--- src/rtl/jk_counter_n.sv ---
// jk_counter_n: WIDTH-bit JK register with per-bit JK mode and modulo-MODULUS up/down counting.
// Define JK_COUNTER_SAT_EN to make up/down counting saturate at the limits instead of wrapping.
module jk_counter_n #(
  parameter int WIDTH   = 4,
  parameter int MODULUS = 16
) (
  input  logic             clk,
  input  logic             preset,
  input  logic             clr,
  input  logic             en,
  input  logic [1:0]       mode,
  input  logic [WIDTH-1:0] j,
  input  logic [WIDTH-1:0] k,
  output logic [WIDTH-1:0] q,
  output logic [WIDTH-1:0] qnot,
  output logic             tc
);

  if (WIDTH < 1 || WIDTH > 16 || MODULUS < 2 || MODULUS > (1 << WIDTH)) begin : g_param_check
    $error("jk_counter_n: illegal parameters WIDTH=%0d MODULUS=%0d", WIDTH, MODULUS);
  end

  localparam logic [1:0] MODE_HOLD = 2'b00;
  localparam logic [1:0] MODE_UP   = 2'b01;
  localparam logic [1:0] MODE_DOWN = 2'b10;
  localparam logic [1:0] MODE_JK   = 2'b11;

  localparam logic [WIDTH-1:0] TOP  = WIDTH'(MODULUS - 1);
  localparam logic [WIDTH-1:0] ZERO = '0;

  logic [WIDTH-1:0] q_next;

  // Out-of-range values (only reachable through JK mode) snap back into the count range.
  function automatic logic [WIDTH-1:0] count_up(input logic [WIDTH-1:0] v);
    logic [WIDTH-1:0] r;
    if (v > TOP) begin
      r = ZERO;
    end else if (v == TOP) begin
`ifdef JK_COUNTER_SAT_EN
      r = TOP;
`else
      r = ZERO;
`endif
    end else begin
      r = v + WIDTH'(1);
    end
    return r;
  endfunction

  function automatic logic [WIDTH-1:0] count_down(input logic [WIDTH-1:0] v);
    logic [WIDTH-1:0] r;
    if (v > TOP) begin
      r = TOP;
    end else if (v == ZERO) begin
`ifdef JK_COUNTER_SAT_EN
      r = ZERO;
`else
      r = TOP;
`endif
    end else begin
      r = v - WIDTH'(1);
    end
    return r;
  endfunction

  function automatic logic [WIDTH-1:0] jk_update(input logic [WIDTH-1:0] v,
                                                 input logic [WIDTH-1:0] jv,
                                                 input logic [WIDTH-1:0] kv);
    return (jv & ~v) | (~kv & v);
  endfunction

  always_comb begin
    q_next = q;
    if (clr) begin
      q_next = ZERO;
    end else if (en) begin
      case (mode)
        MODE_HOLD: q_next = q;
        MODE_UP:   q_next = count_up(q);
        MODE_DOWN: q_next = count_down(q);
        MODE_JK:   q_next = jk_update(q, j, k);
        default:   q_next = q;
      endcase
    end
  end

  always_ff @(posedge clk or posedge preset) begin
    if (preset) begin
      q <= TOP;
    end else begin
      q <= q_next;
    end
  end

  assign qnot = ~q;

  // tc anticipates the wrap/limit so a higher-order stage can use it as its enable.
  always_comb begin
    tc = 1'b0;
    if (en && !clr && !preset) begin
      tc = ((mode == MODE_UP) && (q == TOP)) || ((mode == MODE_DOWN) && (q == ZERO));
    end
  end

endmodule

--- config.mk ---
export PLATFORM = sky130hd
export DESIGN_NAME = jk_counter_n
export DESIGN_NICKNAME = d
export VERILOG_FILES = /design/src/rtl/jk_counter_n.sv
export SDC_FILE = /design/constraint.sdc
export NUM_CORES = 1
export LEC_CHECK = 0
export CORE_MARGIN = 2
export CORE_UTILIZATION = 25
export CTS_CLUSTER_SIZE = 20
export DETAILED_ROUTE_END_ITERATION = 10
export MAX_ROUTING_LAYER = met4
export PLACE_DENSITY_LB_ADDON = 0.05
export SLEW_MARGIN = 30
export SYNTH_ARGS = -nofsm -noshare
export SYNTH_HDL_FRONTEND = slang
export SYNTH_SLANG_ARGS = --single-unit
--- constraint.sdc ---
create_clock -name clk -period 2.27 [get_ports clk]
set_clock_uncertainty 0.1 [all_clocks]
set_input_delay 0.3405 -clock clk [delete_from_list [all_inputs] [get_ports clk]]
set_output_delay 0.3405 -clock clk [all_outputs]
set_load 0.005 [all_outputs]
==> run notes, run 1 <==
run metrics: top area contributor share between 20% and 30%, Initial DRC Count 11, final setup vio count 0, Worst setup endpoint tc, Post-DP HPWL around 1100 um, cell count after synthesis 56, drt pass-1 iters 4, met3 Resource Use GR 3.60%, DR top layer met3, yosys aoi share a little over a third, Met2 Wirelength around 660 um, crit end category primary output, NonClk Buf Share between 30 and 40%, max FFs per register 4, Setup CP Type flop to primary output, Mux area share about 2.7%, Flops 4, GPL Wtd Cong 0.763, Worst Setup Start Kind flop, Avg WL per Cell 12.0 um, Switching Fraction 28.9%, GRT Residual Overflow 0, synth warn 0, Layout clock area frac between 2 and 3%, clk root buf clkbuf_4, clk buf depth 2, nets@finish approximately 110, std cell rows 14, Top pwr grp combinational logic, Largest Register q, Sw Pwr a little over 90 uW, Resize count post-CTS 2, CP max-delay cell dfstp_2, yosys adder share between 5 and 6%, XOR Share, Synth 0%, Yosys cell types 28, CTS buffer count 3, FP Util 27.5%, Combinational Area 298 um2, flip-flops with a built-in enable 0, final hold viol count 0, clkbuf count 3, ys cells 56, met1 WL about 560 um, Comb. pwr about 150 uW, most used routing layer met2, num ports 23, DRC violations left 0, P_clk 84.8 uW, clk latency late pin ~0.23 ns, status complete, no violations, fmax 0.475 GHz, main flop type dfstp_2, Via-to-Cell Ratio between 5 and 6, Place WS -0.107 ns, post-synthesis net count ~72, CP Max Fanout 5, Worst-path clk slew ~0.030 ns, CP peak stage delay 0.56 ns, met2 Usage GRT approximately a quarter, Leak roughly 0.32 nW, Area growth syn-to-layout 83.2%
==> run 1: through the flow <==
stage | hold slack (ns) | setup TNS (ns) | utilization (%)
6_report | 0.436 | 0 | 50.4
5_1_grt | 0.465 | 0 | 50.4
4_1_cts | 0.446 | 0 | 49.4
3_5_place_dp | 0.531 | -0.107 | 47.6
3_3_place_gp | 0.535 | -0.0637 | 47.6
2_1_floorplan | 0.196 | 0 | -
==> run 1: cells in the final DEF, fill, tap and decap left out, types with 2 or more instances in the layout <==
master	synthesis	final
nor2b_1	2	2
a21oi_1	5	5
clkdlybuf4s50_1	0	21
nor3_2	0	2
inv_2	2	2
nor2_1	6	6
o21ai_0	5	5
buf_4	0	12
nand2b_1	2	2
dfstp_2	4	4
clkbuf_4	0	3
nand2_1	4	4
inv_1	5	5
ha_1	2	2
run_1/m2.png
Scale: 8 px per um. Cells faint in the background.
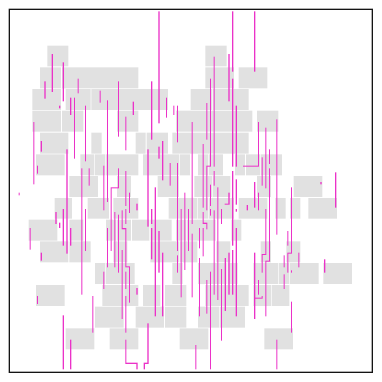
longest straight run: 16.0 um
main direction: vertical

run_1/floorplan.png
Scale: 10 px per um. Pins as bars on the die edge. Tap cells in grey.
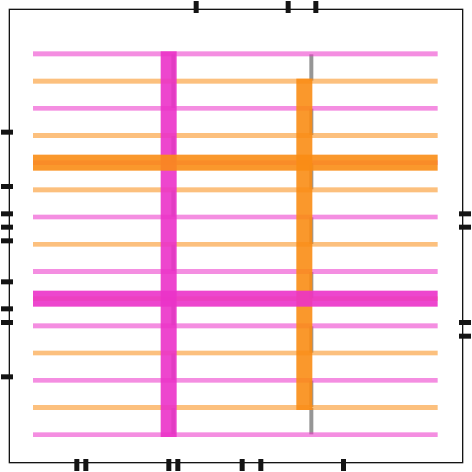
[orange] VDD
[magenta] VSS
rows: 14
met1 rails: 15
met4 straps: 2
met5 straps: 2
signal pins: 23
Die Ht: 45.2 um
area of the core: 1540 um2
Max rail drop VDD: 0.328 mV
chip width: 45.2 um

run_1/placed.png
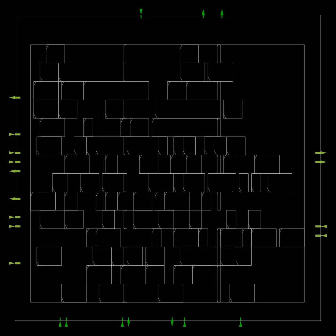
# Taps: 16
fin cells: 108
fraction of standard cell area that is sequential: 13.5%

run_1/pinout.png
Scale: 10 px per um. Pins as bars across the die edge, other pins in grey.
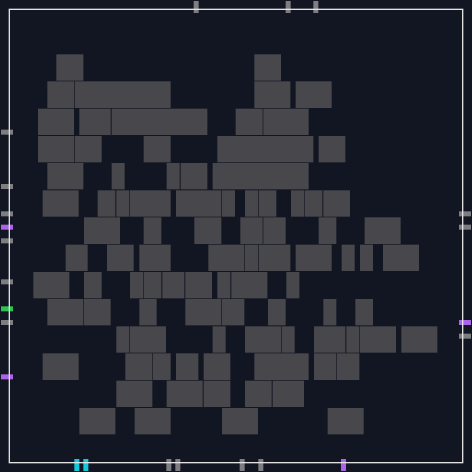

==> inputs of run 2 (changes only) <==
--- a/config.mk
+++ b/config.mk
@@ -10,7 +10,7 @@
 export CTS_CLUSTER_SIZE = 20
 export DETAILED_ROUTE_END_ITERATION = 10
 export MAX_ROUTING_LAYER = met4
-export PLACE_DENSITY_LB_ADDON = 0.05
+export PLACE_DENSITY_LB_ADDON = 0.25
 export SLEW_MARGIN = 30
 export SYNTH_ARGS = -nofsm -noshare
 export SYNTH_HDL_FRONTEND = slang
run_2/pinout.png
Scale: 10 px per um. Pins as bars across the die edge, other pins in grey.
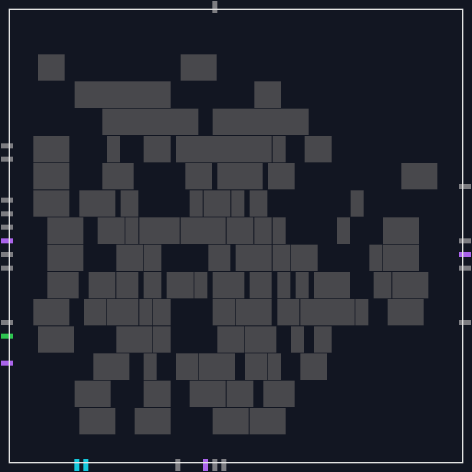
[green] en | pins: 1 | direction: input | edge: left
[cyan] mode | pins: 2 | direction: input | edge: bottom
[purple] k | pins: 4 | direction: input | edge: 2 left, 1 bottom, 1 right
all pins by edge: 11 left, 6 bottom, 5 right, 1 top
IO Port Bufs: 22

run_2/layers.png
Scale: 8 px per um. Only two layers are drawn.
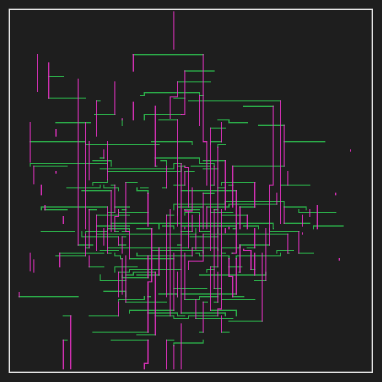
[green] M1 | wire length: 603 um
[magenta] M2 | wire length: 551 um

run_2/floorplan.png
Scale: 10 px per um. Pins as bars on the die edge. Tap cells in grey.
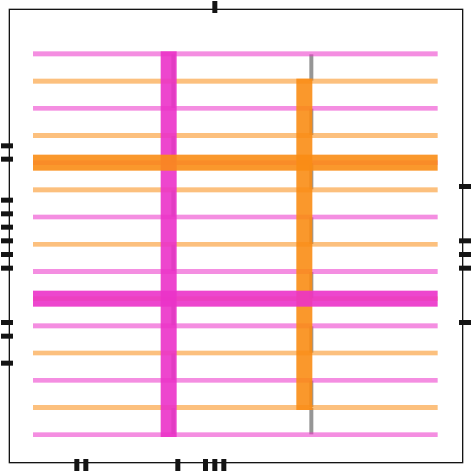
[orange] VDD
[magenta] VSS
met5 straps: 2
met4 straps: 2
met1 rails: 15
signal pins: 23
Max rail drop VDD: 0.302 mV

==> run 2 against run 1 <==
Cell area increased by 0.48%. Non-clock buffer count unchanged. Via count fell by 2.0%. Total power grew 1.5%. Critical endpoint unchanged.
==> run notes, run 2 <==
run metrics: drt pass-1 iters 4, Worst-path clk slew approximately 0.04 ns, max FFs per register 4, Top cell excl fill/tap clkdlybuf4s50_1, CP peak stage delay between 0.5 and 0.6 ns, std cell rows 14, Reg-to-Reg End q[1], power share of the combinational group ~46%, Pins Over Slew Limit 0, clk root buf clkbuf_4, Placed Area around 750 um2, die area a little over 2000 um2, area leader, netlist dfstp_2, GRT Residual Overflow 0, final setup vio count 0, CP Max Fanout 5, post-CTS setup buffers 0, fin cells roughly 110, Comb. pwr between 100 and 150 uW, worst slew pin tran between 0.5 and 0.6 ns, P_clk around 87 uW, worst hold slack around 0.43 ns, CTS tree yes, ys cells about 56, biggest registers after layout q (4), GPL Wtd Cong between 0.7 and 0.8, Yosys cell types 28, RSZ-0062 raised after global routing false, first-pass GRT wire length 2180 um, Switching Fraction around 30%, Avg WL per Cell about 12 um, Initial DRC Count 15, Largest Register q, Leak between 0.3 and 0.4 nW, flip-flops with a built-in enable 0, Mux area share 2.65%, post-synthesis net count just over 70, Worst Hold Class input pin to async pin, Top cells excl fill/tap clkdlybuf4s50_1 (21), buf_4 (12), nor2_1 (6), Worst Setup Start Kind flop, cts hold-fix bufs 0, clk latency late pin 0.23 ns, vias in the first global route a little over 500, Worst Path Required ~1.8 ns, Worst setup endpoint tc, clk buf depth 2, crit end category primary output, worst setup path startpoint q[0], top cells by count nor2_1 (6), a21oi_1 (5), inv_1 (5), o21ai_0 (5), DRC violations left 0, area of the core 1540 um2, FP Util around 28%, Sink Count 4, chip width between 40 and 50 um, CP max-delay cell dfstp_2, Final Cycle Share ~94%, Layout fillers approximately 170, yosys adder share about 6%, cell count after synthesis 56, Setup CP Type flop to primary output, Sw Pwr around 95 uW, Die Ht about 45 um, fmax roughly 0.47 GHz, clock group share of total power between 20% and 30%, XOR Share, Synth 0%, Final Util approximately half, Area growth syn-to-layout 84.1%, Resize count post-CTS 3, top cell type by instance count after synthesis nor2_1, yosys aoi share 36.0%, CTS buffer count 3, sequential area share after synthesis around a quarter, Vias 549, critical path, cell by cell ha_1 > nand2_1 > nor3_2 > a21oi_1 > nor3b_1 > dlygate4sd2_1, final hold viol count 0, largest net degree at the start of global routing 10, initial antenna violation count 0, status complete, no violations, placed insts around 110, Period minus WS final ~2.1 ns, nets@finish roughly 110, yosys stat area between 400 and 500 um2, Slew HR 63.2%, setup TNS 0 ns, internal power 230 uW, Simple Share, Synth a little under a quarter, Place WS -0.153 ns, num ports 23, Buf/Inv on CP 1, top area contributor share roughly 25%, Via-to-Cell Ratio 5.08, synth warn 0, Post-DP HPWL around 1000 um, share of post-route cells with drive strength above 1 roughly 30%, Top pwr grp combinational logic, main flop type dfstp_2, Total GRT Usage ~15%
==> run 2: cell counts after synthesis <==
Identical to the previous run, type by type.
==> run 2: metal layers <==
layer  track usage, %  vias up  wire [um]
met5                -        -          0
met4             1.76        0          0
met3             6.00        0        109
met2             21.4       26        550
met1             20.5      243        602
li1                 -      280          -
==> run 2: kinds of logic after synthesis <==
kind of cell | after synthesis
adder cells (fa/ha/maj) | 2
multiplexers | 1
AND-OR/OR-AND | 21
buffers and inverters | 8
AND/OR/NAND/NOR | 20
flip-flops | 4
==> run 2: layout make-up <==
type / instances / area, um2 / area share (%)
sequential: 4 / 105 / 13.5
tap: 16 / 20.0 / 2.56
multi-input combinational: 44 / 298 / 38.1
inverter: 7 / 26.3 / 3.37
clock buffer: 3 / 22.5 / 2.88
timing repair buffer: 34 / 309 / 39.6
==> inputs of run 3 (changes only) <==
--- a/config.mk
+++ b/config.mk
@@ -11,7 +11,7 @@
 export DETAILED_ROUTE_END_ITERATION = 10
 export MAX_ROUTING_LAYER = met4
 export PLACE_DENSITY_LB_ADDON = 0.25
-export SLEW_MARGIN = 30
+export SLEW_MARGIN = 10
 export SYNTH_ARGS = -nofsm -noshare
 export SYNTH_HDL_FRONTEND = slang
 export SYNTH_SLANG_ARGS = --single-unit
run_3/floorplan.png
Scale: 10 px per um. Pins as bars on the die edge. Tap cells in grey.
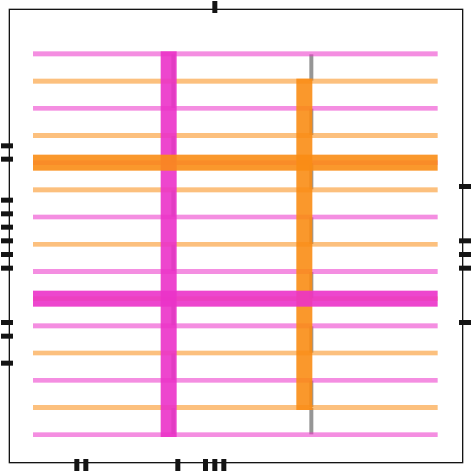
[orange] VDD
[magenta] VSS
tap cells: 16
signal pins: 23
met5 straps: 2
met4 straps: 2

run_3/m2.png
Scale: 8 px per um. Cells faint in the background.
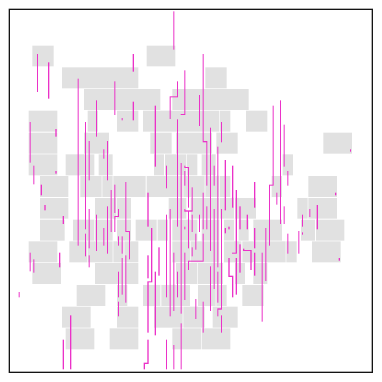
wire length on this layer: 551 um
nets with wire on the layer: 89
share of all routed wire: 44%
main direction: vertical
Vias: 549
met2 Usage GRT: 21.4%
routed wire length: 1260 um

==> run 3 against run 2 <==
Clock power hardly changed. Worst hold slack did not move. Total power did not move. Wire length is the same. Synthesized area stayed put.
==> run notes, run 3 <==
run metrics: final hold viol count 0, worst hold slack around 0.43 ns, top cell type by instance count after synthesis nor2_1, Layout fillers 167, Final Cycle Share 94.4%, worst setup path startpoint q[0], most used routing layer met2, Avg WL per Cell about 12 um, nets@finish 110, NonClk Buf Share roughly two fifths, final setup vio count 0, Top pwr grp combinational logic, Initial DRC Count 15, Setup CP Type flop to primary output, Inverters excl. clock 7, yosys stat area roughly 420 um2, Place WS -0.153 ns, Via-to-Cell Ratio about 5.1, Top cell excl fill/tap clkdlybuf4s50_1, worst slew pin tran 0.547 ns, Area growth syn-to-layout 84.1%, GPL Wtd Cong about 0.8, Worst Setup Start Kind flop, DR top layer met3, sequential area share after synthesis 24.8%, clk latency late pin around 0.23 ns, Top cells excl fill/tap clkdlybuf4s50_1 (21), buf_4 (12), nor2_1 (6), status complete, no violations, FP Util 27.5%, CTS tree yes, met3 Resource Use GR ~6.0%, Post-DP HPWL roughly 1000 um, number of logic gates about 44, Leak between 0.3 and 0.4 nW, clk root buf clkbuf_4, drt pass-1 iters 4, vias in the first global route about 510, Sw Pwr between 90 and 100 uW, Switching Fraction approximately 29%, main flop type dfstp_2, biggest registers after layout q (4), initial antenna violation count 0, top area contributor share about 25%, top cells by count nor2_1 (6), a21oi_1 (5), inv_1 (5), o21ai_0 (5), Met2 Wirelength approximately 550 um, cts hold-fix bufs 0, DRC violations left 0, Pins Over Slew Limit 0, met1 WL 602 um, Comb. pwr between 100 and 150 uW, # Taps 16, CTS buffer count 3, max FFs per register 4, Mux area share under 10%, yosys adder share around 5.9%, Combinational Area 298 um2, num ports 23, Flops 4, Die Ht approximately 45 um, ys cells ~56, fmax roughly 0.47 GHz, XOR Share, Synth 0%, Worst setup endpoint tc, internal power about 230 uW, area leader, netlist dfstp_2, clkbuf count 3, GRT Residual Overflow 0, Slew HR between 60% and 70%, top cell category buffers, Simple Share, Synth roughly a quarter, synth warn 0, std cell rows 14, post-CTS setup buffers 0, CP Max Fanout 5, Worst Path Required between 1.5 and 2 ns, IO Port Bufs 22, post-synthesis net count 72, Largest Register q, fraction of standard cell area that is sequential between 10% and 20%, Worst Hold Class input pin to async pin, crit end category primary output, Comb/total area a little under two fifths, routed wl met3 109 um, Reg-to-Reg End q[1], Sink Count 4, chip width between 40 and 50 um, Worst-path clk slew 0.04 ns, die area 2040 um2, Period minus WS final about 2.1 ns, clock group share of total power between 20% and 30%
run_3/layers.png
Scale: 8 px per um. Only two layers are drawn.
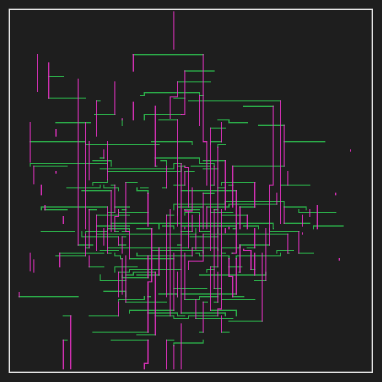
[green] M1 | wire length: 603 um
[magenta] M2 | wire length: 551 um

-- run 3: cell counts after synthesis --
No cell type changed its count.
-- run 3: stage by stage --
stage / power (mW) / util [%] / TNS (ns) / std cells / instance area [um2]
2_1_floorplan: 0.150 / - / 0 / 56 / 424
3_3_place_gp: 0.238 / 48.6 / -0.0857 / 105 / 749
3_5_place_dp: 0.237 / 48.6 / -0.153 / 105 / 749
4_1_cts: 0.330 / 50.6 / 0 / 108 / 781
5_1_grt: 0.352 / 50.6 / 0 / 108 / 781
6_report: 0.325 / 50.6 / 0 / 108 / 781
-- run 3: worst max-delay path, cell delays in order, from the launching register on --
cell and delay (ns):
dfstp_2 0.55, ha_1 0.17, nand2_1 0.08, nor3_2 0.16, a21oi_1 0.10, nor3b_1 0.16
dlygate4sd2_1 0.25
No activity file was given, so power comes from the tool's default toggle rates.
